==> images/met1.png <==
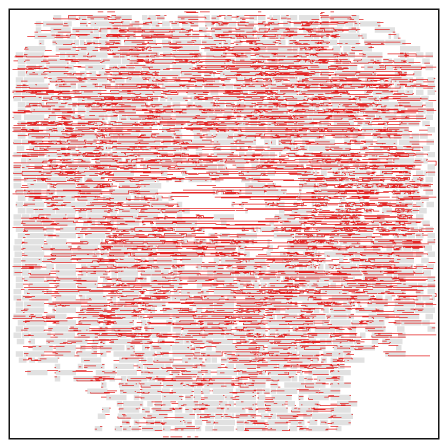
==> images/met2.png <==
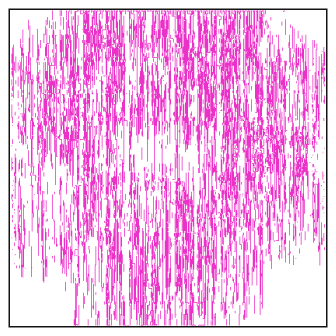
### config.mk
export PLATFORM = sky130hd
export DESIGN_NAME = mmio_port_bank
export DESIGN_NICKNAME = d
export VERILOG_FILES = /design/src/rtl/mmio_port_bank.sv
export SDC_FILE = /design/constraint.sdc
export NUM_CORES = 1
export LEC_CHECK = 0
export CORE_UTILIZATION = 57
export CTS_BUF_LIST = sky130_fd_sc_hd__clkbuf_4
export DETAILED_ROUTE_END_ITERATION = 8
export GPL_TIMING_DRIVEN = 0
export PLACE_DENSITY = 0.89
export SLEW_MARGIN = 25
export SYNTH_ARGS = -nofsm -noshare
export SYNTH_HDL_FRONTEND = slang
export SYNTH_SLANG_ARGS = --single-unit
### constraint.sdc
create_clock -name clk -period 34.1 [get_ports clk]
set_input_delay 3.41 -clock clk [delete_from_list [all_inputs] [get_ports clk]]
set_output_delay 3.41 -clock clk [all_outputs]
set_load 0.1 [all_outputs]
### src/rtl/mmio_port_bank.sv
// -----------------------------------------------------------------------------
// mmio_port_bank
//
// Memory-mapped I/O decoder and port bank for the tinymips data bus. CPU data
// accesses are split between the data RAM and a small I/O window. The window
// holds NUM_PORTS registered output ports, NUM_PORTS synchronised input ports,
// sticky per-input change flags (write-1-to-clear), an interrupt mask and a
// sticky bus-error status.
//
// I/O word map (k = word offset from IO_BASE, N = NUM_PORTS):
//   0 .. N-1    OUT[k]     read/write
//   N .. 2N-1   IN[k-N]    synchronised input, read-only
//   2N          CHG        sticky change flags, write 1 to clear
//   2N+1        MASK       interrupt mask, bits N-1:0
//   2N+2        ERR        bit0 illegal write, bit1 misaligned I/O write;
//                          any aligned write clears both bits
//
// Ports:
//   clk         system clock, all state on the rising edge
//   reset       asynchronous active-high reset
//   we          CPU data write enable
//   addr        CPU data byte address
//   wd          CPU write data
//   port_in     external inputs, port i at [i*DATA_WIDTH +: DATA_WIDTH]
//   dataram_we  data RAM write enable (combinational)
//   rd_sel      0: CPU reads RAM, 1: CPU reads io_rd (combinational)
//   io_rd       I/O read data, combinational from current register values
//   port_out    registered output ports, same packing as port_in
//   irq         registered interrupt request
// -----------------------------------------------------------------------------
module mmio_port_bank #(
    parameter int          DATA_WIDTH  = 32,
    parameter int          NUM_PORTS   = 4,
    parameter logic [31:0] IO_BASE     = 32'h0000_2000,
    parameter logic [31:0] RAM_LIMIT   = 32'h0000_2000,
    parameter int          SYNC_STAGES = 2
) (
    input  logic                            clk,
    input  logic                            reset,
    input  logic                            we,
    input  logic [31:0]                     addr,
    input  logic [DATA_WIDTH-1:0]           wd,
    input  logic [NUM_PORTS*DATA_WIDTH-1:0] port_in,
    output logic                            dataram_we,
    output logic                            rd_sel,
    output logic [DATA_WIDTH-1:0]           io_rd,
    output logic [NUM_PORTS*DATA_WIDTH-1:0] port_out,
    output logic                            irq
);

    localparam int          NUM_WORDS = 2 * NUM_PORTS + 3;
    localparam logic [31:0] IO_END    = IO_BASE + 32'(4 * NUM_WORDS);
    localparam logic [29:0] IDX_IN    = 30'(NUM_PORTS);
    localparam logic [29:0] IDX_CHG   = 30'(2 * NUM_PORTS);
    localparam logic [29:0] IDX_MASK  = 30'(2 * NUM_PORTS + 1);
    localparam logic [29:0] IDX_ERR   = 30'(2 * NUM_PORTS + 2);
    // Change detection is armed once the synchronisers and the prev stage
    // have been refilled with real input samples after reset.
    localparam logic [2:0]  WARM_DONE = 3'(SYNC_STAGES + 1);

    // ------------------------------------------------------------------
    // Address decode
    // ------------------------------------------------------------------
    logic [31:0] io_off;
    logic [29:0] word_idx;
    logic        in_io;
    logic        in_ram;
    logic        aligned;

    // IO_BASE is word aligned, so the low offset bits equal addr[1:0].
    assign io_off   = addr - IO_BASE;
    assign word_idx = io_off[31:2];
    assign aligned  = (io_off[1:0] == 2'b00);
    assign in_io    = (addr >= IO_BASE) && (addr < IO_END);
    assign in_ram   = (addr < RAM_LIMIT);

    // I/O wins when the RAM and I/O windows overlap.
    assign rd_sel     = in_io;
    assign dataram_we = we & in_ram & ~in_io;

    // ------------------------------------------------------------------
    // Write decode
    // ------------------------------------------------------------------
    logic wr_io;
    logic wr_ok;
    logic err_misaligned;
    logic err_illegal;
    logic chg_wr;
    logic mask_wr;
    logic err_wr;

    assign wr_io          = we & in_io;
    assign wr_ok          = wr_io & aligned;
    assign err_misaligned = wr_io & ~aligned;
    // Illegal: a write to a read-only input word, or a write that hits
    // neither the I/O window nor the RAM.
    assign err_illegal    = (wr_ok & (word_idx >= IDX_IN) & (word_idx < IDX_CHG))
                          | (we & ~in_io & ~in_ram);
    assign chg_wr         = wr_ok & (word_idx == IDX_CHG);
    assign mask_wr        = wr_ok & (word_idx == IDX_MASK);
    assign err_wr         = wr_ok & (word_idx == IDX_ERR);

    // Low NUM_PORTS bits of the write data; bits beyond DATA_WIDTH are
    // zero when there are more ports than data bits.
    logic [NUM_PORTS-1:0] wd_bits;

    genvar gi;
    for (gi = 0; gi < NUM_PORTS; gi++) begin : g_wd_bits
        if (gi < DATA_WIDTH) begin : g_bit
            assign wd_bits[gi] = wd[gi];
        end else begin : g_zero
            assign wd_bits[gi] = 1'b0;
        end
    end

    // ------------------------------------------------------------------
    // Warm-up counter
    // ------------------------------------------------------------------
    logic [2:0] warm_reg;
    logic       warm_done;

    assign warm_done = (warm_reg == WARM_DONE);

    always_ff @(posedge clk or posedge reset) begin
        if (reset) begin
            warm_reg <= 3'd0;
        end else if (!warm_done) begin
            warm_reg <= warm_reg + 3'd1;
        end
    end

    // ------------------------------------------------------------------
    // Per-port output registers and input synchronisers
    // ------------------------------------------------------------------
    logic [NUM_PORTS*DATA_WIDTH-1:0] sync_flat;
    logic [NUM_PORTS-1:0]            change;

    for (gi = 0; gi < NUM_PORTS; gi++) begin : g_port
        logic                  out_hit;
        logic [DATA_WIDTH-1:0] out_reg;
        logic [DATA_WIDTH-1:0] sync_reg [SYNC_STAGES];
        logic [DATA_WIDTH-1:0] prev_reg;

        assign out_hit = wr_ok && (word_idx == 30'(gi));

        always_ff @(posedge clk or posedge reset) begin
            if (reset) begin
                out_reg <= '0;
            end else if (out_hit) begin
                out_reg <= wd;
            end
        end

        always_ff @(posedge clk or posedge reset) begin
            if (reset) begin
                for (int s = 0; s < SYNC_STAGES; s++) begin
                    sync_reg[s] <= '0;
                end
                prev_reg <= '0;
            end else begin
                sync_reg[0] <= port_in[gi*DATA_WIDTH +: DATA_WIDTH];
                for (int s = 1; s < SYNC_STAGES; s++) begin
                    sync_reg[s] <= sync_reg[s-1];
                end
                prev_reg <= sync_reg[SYNC_STAGES-1];
            end
        end

        assign port_out[gi*DATA_WIDTH +: DATA_WIDTH]  = out_reg;
        assign sync_flat[gi*DATA_WIDTH +: DATA_WIDTH] = sync_reg[SYNC_STAGES-1];
        assign change[gi] = warm_done && (sync_reg[SYNC_STAGES-1] != prev_reg);
    end

    // ------------------------------------------------------------------
    // CHG / MASK / ERR / irq
    // ------------------------------------------------------------------
    logic [NUM_PORTS-1:0] chg_reg;
    logic [NUM_PORTS-1:0] chg_next;
    logic [NUM_PORTS-1:0] mask_reg;
    logic [NUM_PORTS-1:0] mask_next;
    logic [1:0]           err_reg;
    logic [1:0]           err_next;
    logic                 irq_reg;

    always_comb begin
        chg_next  = chg_reg;
        mask_next = mask_reg;
        err_next  = err_reg;
        // Clear first, then set, so a fresh change beats a same-cycle W1C.
        if (chg_wr) begin
            chg_next = chg_next & ~wd_bits;
        end
        chg_next = chg_next | change;
        if (mask_wr) begin
            mask_next = wd_bits;
        end
        // Same ordering for ERR: a new error beats a same-cycle clear.
        if (err_wr) begin
            err_next = 2'b00;
        end
        err_next = err_next | {err_misaligned, err_illegal};
    end

    always_ff @(posedge clk or posedge reset) begin
        if (reset) begin
            chg_reg  <= '0;
            mask_reg <= '0;
            err_reg  <= 2'b00;
            irq_reg  <= 1'b0;
        end else begin
            chg_reg  <= chg_next;
            mask_reg <= mask_next;
            err_reg  <= err_next;
            // Built from the next-state values so irq follows the flag or
            // mask update on the same edge.
            irq_reg  <= |(chg_next & mask_next);
        end
    end

    assign irq = irq_reg;

    // ------------------------------------------------------------------
    // Read mux (current register values; a same-cycle write is not seen)
    // ------------------------------------------------------------------
    always_comb begin
        io_rd = '0;
        if (in_io) begin
            if (word_idx < IDX_IN) begin
                for (int i = 0; i < NUM_PORTS; i++) begin
                    if (word_idx == 30'(i)) begin
                        io_rd = port_out[i*DATA_WIDTH +: DATA_WIDTH];
                    end
                end
            end else if (word_idx < IDX_CHG) begin
                for (int i = 0; i < NUM_PORTS; i++) begin
                    if (word_idx == 30'(NUM_PORTS + i)) begin
                        io_rd = sync_flat[i*DATA_WIDTH +: DATA_WIDTH];
                    end
                end
            end else if (word_idx == IDX_CHG) begin
                io_rd = DATA_WIDTH'(chg_reg);
            end else if (word_idx == IDX_MASK) begin
                io_rd = DATA_WIDTH'(mask_reg);
            end else begin
                io_rd = DATA_WIDTH'(err_reg);
            end
        end
    end

endmodule

==> summary.txt <==
State of the implementation.

- For this run, asynchronously set or reset flops after synthesis account for 100.0%.
- The completed layout was analyzed and its total power is 0.001296 W.
- In the final layout, the share of cells above drive strength 1 is 21.12%.
- The clock skew is 0.04883 ns, for reference.
- The flip-flop and latch power is 0.000663 W, for reference.
- The number of multi-input combinational cells in the layout is 705, for reference.
- The register with the most flip-flops in the layout has 256 of them.
- Setup repair after global routing left no endpoint under its margin.
- The number of gates resized after CTS was 0.
- The TritonCTS clock tree is yes, for reference.
- The number of H-tree levels is 4, for reference.
- The critical path start-end classification is input port to output port, for reference.
- The timing report gives the biggest stage delay along the critical path as 1.20 ns.
- The signal on the critical path passes through clkdlybuf4s50_1 -> clkbuf_1 -> buf_1 -> clkbuf_1 -> buf_1 -> mux2i_1 -> a21oi_1 -> o22ai_1 -> a21oi_1 -> clkdlybuf4s50_1.
- At the end of routability-driven placement, the weighted congestion stood at 0.9721.
- The layout overhead on the synthesized area is 30.84%, for reference.
- The number of inserted diodes is 2, for reference.
- The summed instance area of the synthesized netlist is 19490 um2, for reference.
- For the worst reg-to-reg path, the endpoint reported by OpenROAD is irq.
- In the layout the commonest cells are sky130_fd_sc_hd__dfrtp_1 (526), sky130_fd_sc_hd__clkdlybuf4s50_1 (355), sky130_fd_sc_hd__clkbuf_4 (187).
- By area, flip-flops and latches come first.
- The post-synthesis sequential element count is 526, for reference.
- The initial antenna violation count is 2, for reference.
- The post-synth tally of flip-flops with integrated enable is 0, for reference.
- The startpoint of the worst register-to-register path is g_port[2].sync_reg[16], for reference.
- The leakage power summed over all cells is 11.13 nW, for reference.
- The worst-margin pin slew is 1.094 ns, for reference.
- The layout buffering overhead excluding clock cells is 15.74%, for reference.
- Before placement the cells fill 57.99% of the core.
- The number of hold-slack violations in the final timing report is 0, for reference.
- The run finished with clean final reports.
- For this design, the sink count on the clock tree is 526.
- The tally of non-filler cells in the final layout is 2339, for reference.
- The per-instance average area after synthesis is 14.94 um2, for reference.
- The synthesized netlist net count is 1504, for reference.
- The mux share of post-synthesis cell area is 12.31%, for reference.
- The area share of the largest cell type after synthesis is 67.53%, for reference.
- The worst-case setup slack after placement is 22.32 ns, for reference.
- For reference, the critical path is captured by io_rd[2].
- According to the floorplan report, the placeable core area is 33620 um2.
- In this run the power spent charging and discharging nets is 0.0003050 W.
- The hold slack is 0.3064 ns, for reference.
- Per the detail_route log, the uppermost layer with routed signals is met4.
- The length of the first detailed-routing pass in iterations is 5, for reference.
- Max-slew check failures listed in the final report amount to 0.
- The tool warning count is 31, for reference.
## Picture notes: met1.png
The wires run mostly horizontal. 1813 nets have wire on it. The layer carries 22.1 mm of wire. The layer holds 40% of the routed length.
wire length reported by the detailed router: 55400 um
routed via count: 13430

## Picture notes: met2.png
The layer holds 49% of the routed length. The wires run mostly vertical. The layer carries 27.0 mm of wire. The longest straight run is 73.4 um.
met2 Track Usage GR: 51.69%

Power figures rest on the tool's default switching activity, not on a simulated workload.
